==> src/rtl/ldo_find_pipe.sv <==
// Count-leading-zeros stage: log2 leading-one tree over a word padded to a power of two.
// Define LDO_PIPE_EN to register the tree midway (latency 2 instead of 1).
module ldo_find_pipe #(
    parameter int DATA_W = 32,
    parameter int POS_W  = $clog2(DATA_W) + 1
) (
    input  logic              clk,
    input  logic              rst_n,
    input  logic              in_valid,
    input  logic [DATA_W-1:0] data_in,
    output logic              out_valid,
    output logic [POS_W-1:0]  pos_out
);

    localparam int LOG   = $clog2(DATA_W);
    localparam int PAD_W = 1 << LOG;
    localparam int SPLIT = (LOG + 1) / 2;
    localparam int NS    = PAD_W >> SPLIT;
    localparam int MID_W = NS * (LOG + 1);

    typedef logic [LOG-1:0] cnt_t;

    // Lower tree levels: returns per-node {valid, count} packed at level SPLIT
    function automatic logic [MID_W-1:0] merge_lower(input logic [PAD_W-1:0] word);
        logic [PAD_W-1:0] v;
        cnt_t             c [PAD_W];
        logic [MID_W-1:0] res;
        v = word;
        for (int i = 0; i < PAD_W; i++) c[i] = '0;
        // In-place merge is safe: node j only reads nodes 2j and 2j+1
        for (int l = 1; l <= SPLIT; l++) begin
            for (int j = 0; j < (PAD_W >> l); j++) begin
                if (v[2*j+1]) c[j] = c[2*j+1];
                else          c[j] = (cnt_t'(1'b1) << (l - 1)) | c[2*j];
                v[j] = v[2*j+1] | v[2*j];
            end
        end
        res = '0;
        for (int j = 0; j < NS; j++) res[j*(LOG+1) +: (LOG+1)] = {v[j], c[j]};
        return res;
    endfunction

    // Upper tree levels and all-zero clamp to DATA_W
    function automatic logic [POS_W-1:0] merge_upper(input logic [MID_W-1:0] mid);
        logic [NS-1:0] v;
        cnt_t          c [NS];
        for (int j = 0; j < NS; j++) begin
            v[j] = mid[j*(LOG+1) + LOG];
            c[j] = mid[j*(LOG+1) +: LOG];
        end
        for (int l = SPLIT + 1; l <= LOG; l++) begin
            for (int j = 0; j < (PAD_W >> l); j++) begin
                if (v[2*j+1]) c[j] = c[2*j+1];
                else          c[j] = (cnt_t'(1'b1) << (l - 1)) | c[2*j];
                v[j] = v[2*j+1] | v[2*j];
            end
        end
        if (v[0]) return POS_W'(c[0]);
        else      return POS_W'(DATA_W);
    endfunction

    logic [PAD_W-1:0] pad_s;

    // Pad bits go below the LSB so they never affect the leading-zero count
    assign pad_s = PAD_W'(data_in) << (PAD_W - DATA_W);

`ifdef LDO_PIPE_EN
    logic             s1_valid_r;
    logic [MID_W-1:0] mid_r;

    // Stage 1: lower half of the merge tree
    always_ff @(posedge clk or negedge rst_n) begin
        if (!rst_n) begin
            s1_valid_r <= 1'b0;
            mid_r      <= '0;
        end else begin
            s1_valid_r <= in_valid;
            if (in_valid) mid_r <= merge_lower(pad_s);
        end
    end

    // Stage 2: upper half of the tree into the held output register
    always_ff @(posedge clk or negedge rst_n) begin
        if (!rst_n) begin
            out_valid <= 1'b0;
            pos_out   <= '0;
        end else begin
            out_valid <= s1_valid_r;
            if (s1_valid_r) pos_out <= merge_upper(mid_r);
        end
    end
`else
    // Single stage: whole tree into the held output register
    always_ff @(posedge clk or negedge rst_n) begin
        if (!rst_n) begin
            out_valid <= 1'b0;
            pos_out   <= '0;
        end else begin
            out_valid <= in_valid;
            if (in_valid) pos_out <= merge_upper(merge_lower(pad_s));
        end
    end
`endif

endmodule

==> config.mk <==
export PLATFORM = sky130hd
export DESIGN_NAME = ldo_find_pipe
export DESIGN_NICKNAME = d
export VERILOG_FILES = /design/src/rtl/ldo_find_pipe.sv
export SDC_FILE = /design/constraint.sdc
export NUM_CORES = 1
export LEC_CHECK = 0
export ABC_CLOCK_PERIOD_IN_PS = 900
export CAP_MARGIN = 20
export CORE_MARGIN = 1
export CORE_UTILIZATION = 36
export DETAILED_ROUTE_END_ITERATION = 16
export PLACE_DENSITY_LB_ADDON = 0.1
export SYNTH_ARGS = -nofsm -noshare
export SYNTH_HDL_FRONTEND = slang
export SYNTH_SLANG_ARGS = --single-unit
export TNS_END_PERCENT = 20
==> constraint.sdc <==
create_clock -name clk -period 0.9 [get_ports clk]
set_input_delay 0.27 -clock clk [delete_from_list [all_inputs] [get_ports clk]]
set_output_delay 0.27 -clock clk [all_outputs]
set_load 0.02 [all_outputs]
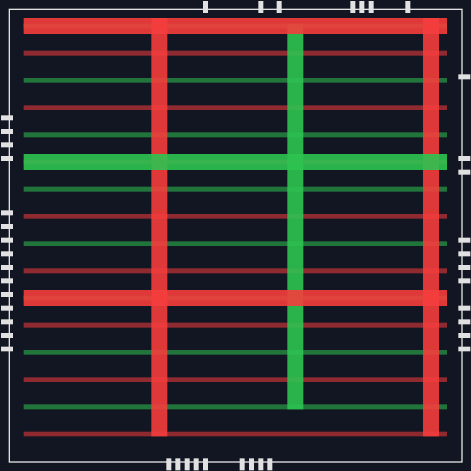
**Above:** floorplan with the power grid.
(10 px per um) Pins as bars on the die edge.
- red: VSS
- green: VDD
- met5 straps: 3
- met4 straps: 3
- met1 rails: 16
Die Height: 45.1 um
VDD IR-drop max: 0.557 mV
die width: 45.1 um
Core Area: 1730 um^2

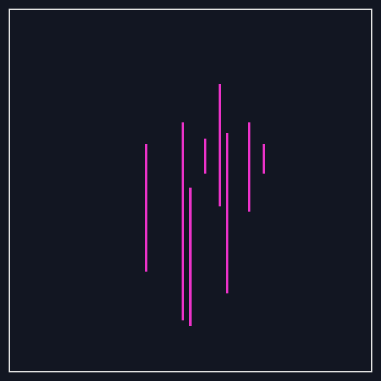
**Above:** signal wires on met4.
(8 px per um)
- nets with wire on the layer: 7
- longest straight run: 24.5 um
- share of all routed wire: 3.8%
DRT Wirelength: 2890 um
via count: 1009

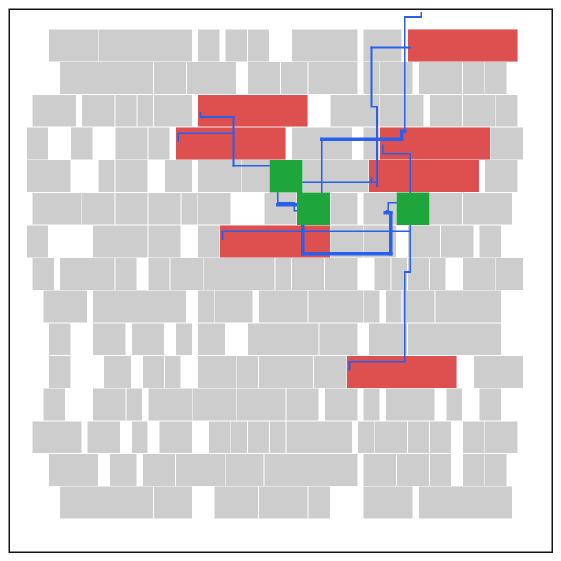
**Above:** clock distribution.
(12 px per um)
- blue: clock wires (length 133 um)
- green: clock drivers (count 3)
- red: flip-flops (count 7)
- routed clock nets: 4
clk_lat worst skew: 0.26 ns
Clock group: 312 uW

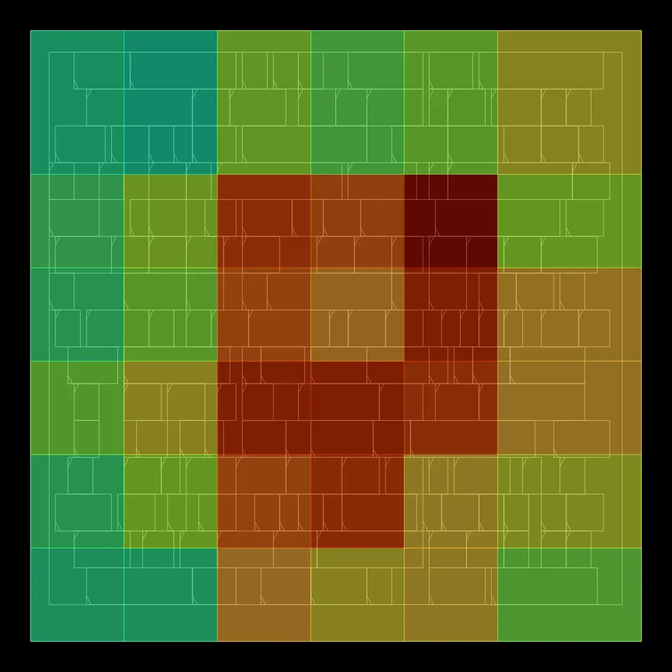
**Above:** routing congestion.
met1 Track Usage GR: 0.278
utilization after layout: 0.841
met2 Use GR: 0.533

==> changes_impl.md <==
## Flow update

- Status: finished, violations left
- Failing checks: negative setup slack
- Area Growth Syn to Fin: 117%
- Final #Nets: 197
- Area leader, netlist: dfrtp_1
- Total grt overflow: 0
- Yosys warnings: 0
- Slew Viols, Final: 0
- AO/OA Area Share: 0.247
- CTS tree: done
- M3 GR Usage: 0.0400
- Vias in the first global route: 978
- EDFF count, synth: 0
- Most numerous logic cell after layout: buf_4
- Synth top area share: 0.262
- CP max-delay cell: nor4_4
- RSZ-0062 raised after global routing: yes
- Prevailing post-synth register cell: dfrtp_1
- Tightest Hold Check Type: primary input to async pin
- Crit path depth: 5
- Mean Syn Cell Area: 8.69 um^2
- XOR/XNOR Fraction of Synth Area: 0
- Adder Area Share: 0
- Most common logic cells in the final layout: buf_4, buf_2, nor2_1, buf_6
- Sequence of cells on the critical path: buf_2, nor4_4, nand4_2, and3_4, mux2_4
- Pwr dens: 756 nW/um^2
- Register area share after synthesis: 0.262
- Synth cell types: 34
- Yosys stat area: 669 um^2
- Gr busiest metal: met2
- Final setup violation count: 13
- Clock Tree Root: clkbuf_4
- PortBufs: 41
- Reg-to-reg startpoint: pos_out[0]
- Die ar.: 2040 um^2
- First-pass GRT wire length: 4020 um
- Crit Path Max Fanout: 4
- Req. time, crit path: 1.04 ns
- Crit path arrival time: 1.41 ns
- Tot Pwr: 1.10 mW
- I/O pins: 42
- Hpwl dp: 1920 um
- Count of tool warnings: 29
- Drt drc: 0
- Initial DRC count: 34
- First-pass DRT Iterations: 4
- Clock Tree Buf Depth: 2
- Tcrit/Tclk final: 1.41
- Simple share: 0.393
- Largest net degree at the start of global routing: 8
- Critical Path Start Type: primary input
- P_leak: 0.706 nW
- Non-Filler Instances: 186
- Cell area after synthesis: 669 um^2
- Synth Register Bits: 7
- Cells after DPL: 173
- Num CTS Buffers: 3
- Post-Syn Nets: 112
- Clock Skew: 0 ns
- # Cells Yosys: 77
- Worst r2r dst: pos_out[0]
- DRT antenna net count: 0
- Max-Cap Viols: 0
- Logic family by area: simple AND/OR/NAND/NOR gates
- Min Tclk post-route: 1.27 ns
- Share of cells above drive strength 1: 0.634
- Ant. Diodes: 0
- Mux cell area share after synthesis: 0.0393
- Crit path to: pos_out[4]
- Reg2Reg Setup Slack: -0.01 ns
- Critical path class: primary input to flip-flop
- Routed length per placed instance: 15.5 um
- Crit path capture type: flip-flop
- Routability cong.: 0.863
- Async SR Flop Fraction: 1.00
- Clock-pin slew on the worst setup and hold paths: 0.06 ns
- CP Launch Point: data_in[7]
- Worst path bufs/invs: 1
- Worst R2R Path Depth: 3
- Worst Max-Slew Pin Slew: 0.411 ns
- Via-to-Cell Ratio: 5.42
- Initial antenna violation count: 0
- Slew headroom: 0.722
- Endpoints failing hold: 0
- Largest delay share family, worst path: simple AND/OR/NAND/NOR gates
- H-tree lvl count: 1
- Clk sinks: 7
- GRT Overall Usage: 0.266
- Row count: 15
- Biggest area cells: dfrtp_1, nor4_4, nor2_1
- Pre-CTS setup slack: -0.979 ns
- FP Util: 0.388
- Fill cells: 109
- Fmax: 790 MHz
- Final worst slack: -0.366 ns
- Mapped Cells: 77
- CTS Hold Buffers Added: 0
- Max stage delay on crit path: 0.30 ns
==> cells by family (layout without fill, tap and decap cells) <==
family | count (synthesis) | count (layout)
simple gates | 38 | 38
compound gates | 22 | 22
buf+inv | 8 | 92
flops | 7 | 7
mux | 2 | 2
==> where the power goes <==
part           switching, mW  internal [mW]  total (mW)
Clock                  0.141          0.171       0.312
Combinational          0.205          0.245       0.450
Sequential           0.00802          0.327       0.335
Total                  0.354          0.743        1.10
==> per-stage QoR <==
stage,cell area [um^2],setup TNS (ns),hold WS (ns)
after global routing,1450,-3.21,0.316
after detailed placement,1340,-7.65,0.506
final,1450,-2.94,0.278
after global placement,1340,-7.26,0.493
after CTS,1400,-2.82,0.289
after floorplan,678,-1.88,-0.0256
==> layout make-up <==
type,count,area (um^2),area share
repair buffers,81,617,0.425
multi-input cells,62,577,0.397
flip-flops and latches,7,175,0.121
well taps,25,31.3,0.0215
clock buffers,4,26.3,0.0181
inverters,7,26.3,0.0181
==> registers in the layout, summed over array words and instances (netlist names) <==
name and flops:
out_valid 1, pos_out 6
==> metal layers <==
metal,share of wire,up-vias
met1,0.37,474
li1,-,465
met2,0.54,54
met5,0,-
met3,0.056,16
met4,0.038,0
==> cell usage after synthesis (2+ instances only) <==
library cell  instances
inv_1                 7
nor4_4                3
nand2b_1              4
o22ai_1               2
nand2_1               3
nor4_1                3
nor4_2                2
nor2b_1               2
nor2_1               12
o21ai_0               3
dfrtp_1               7
a21oi_1               5
nand3_1               3
==> worst register-to-register path: cells and delay by family, from the launching register on <==
kind                   cells  cell delay [ns]
DFF                        1             0.39
AOI/OAI and AO/OA          2             0.26
buffers and inverters      1             0.14
==> what timing repair did <==
item,4_1_cts,5_1_grt
setup endpoints to repair,13,13
setup buffers,9,1
pin swaps,17,17
gates resized,147,31
cloned,0,0
Power figures rest on the tool's default switching activity, not on a simulated workload.
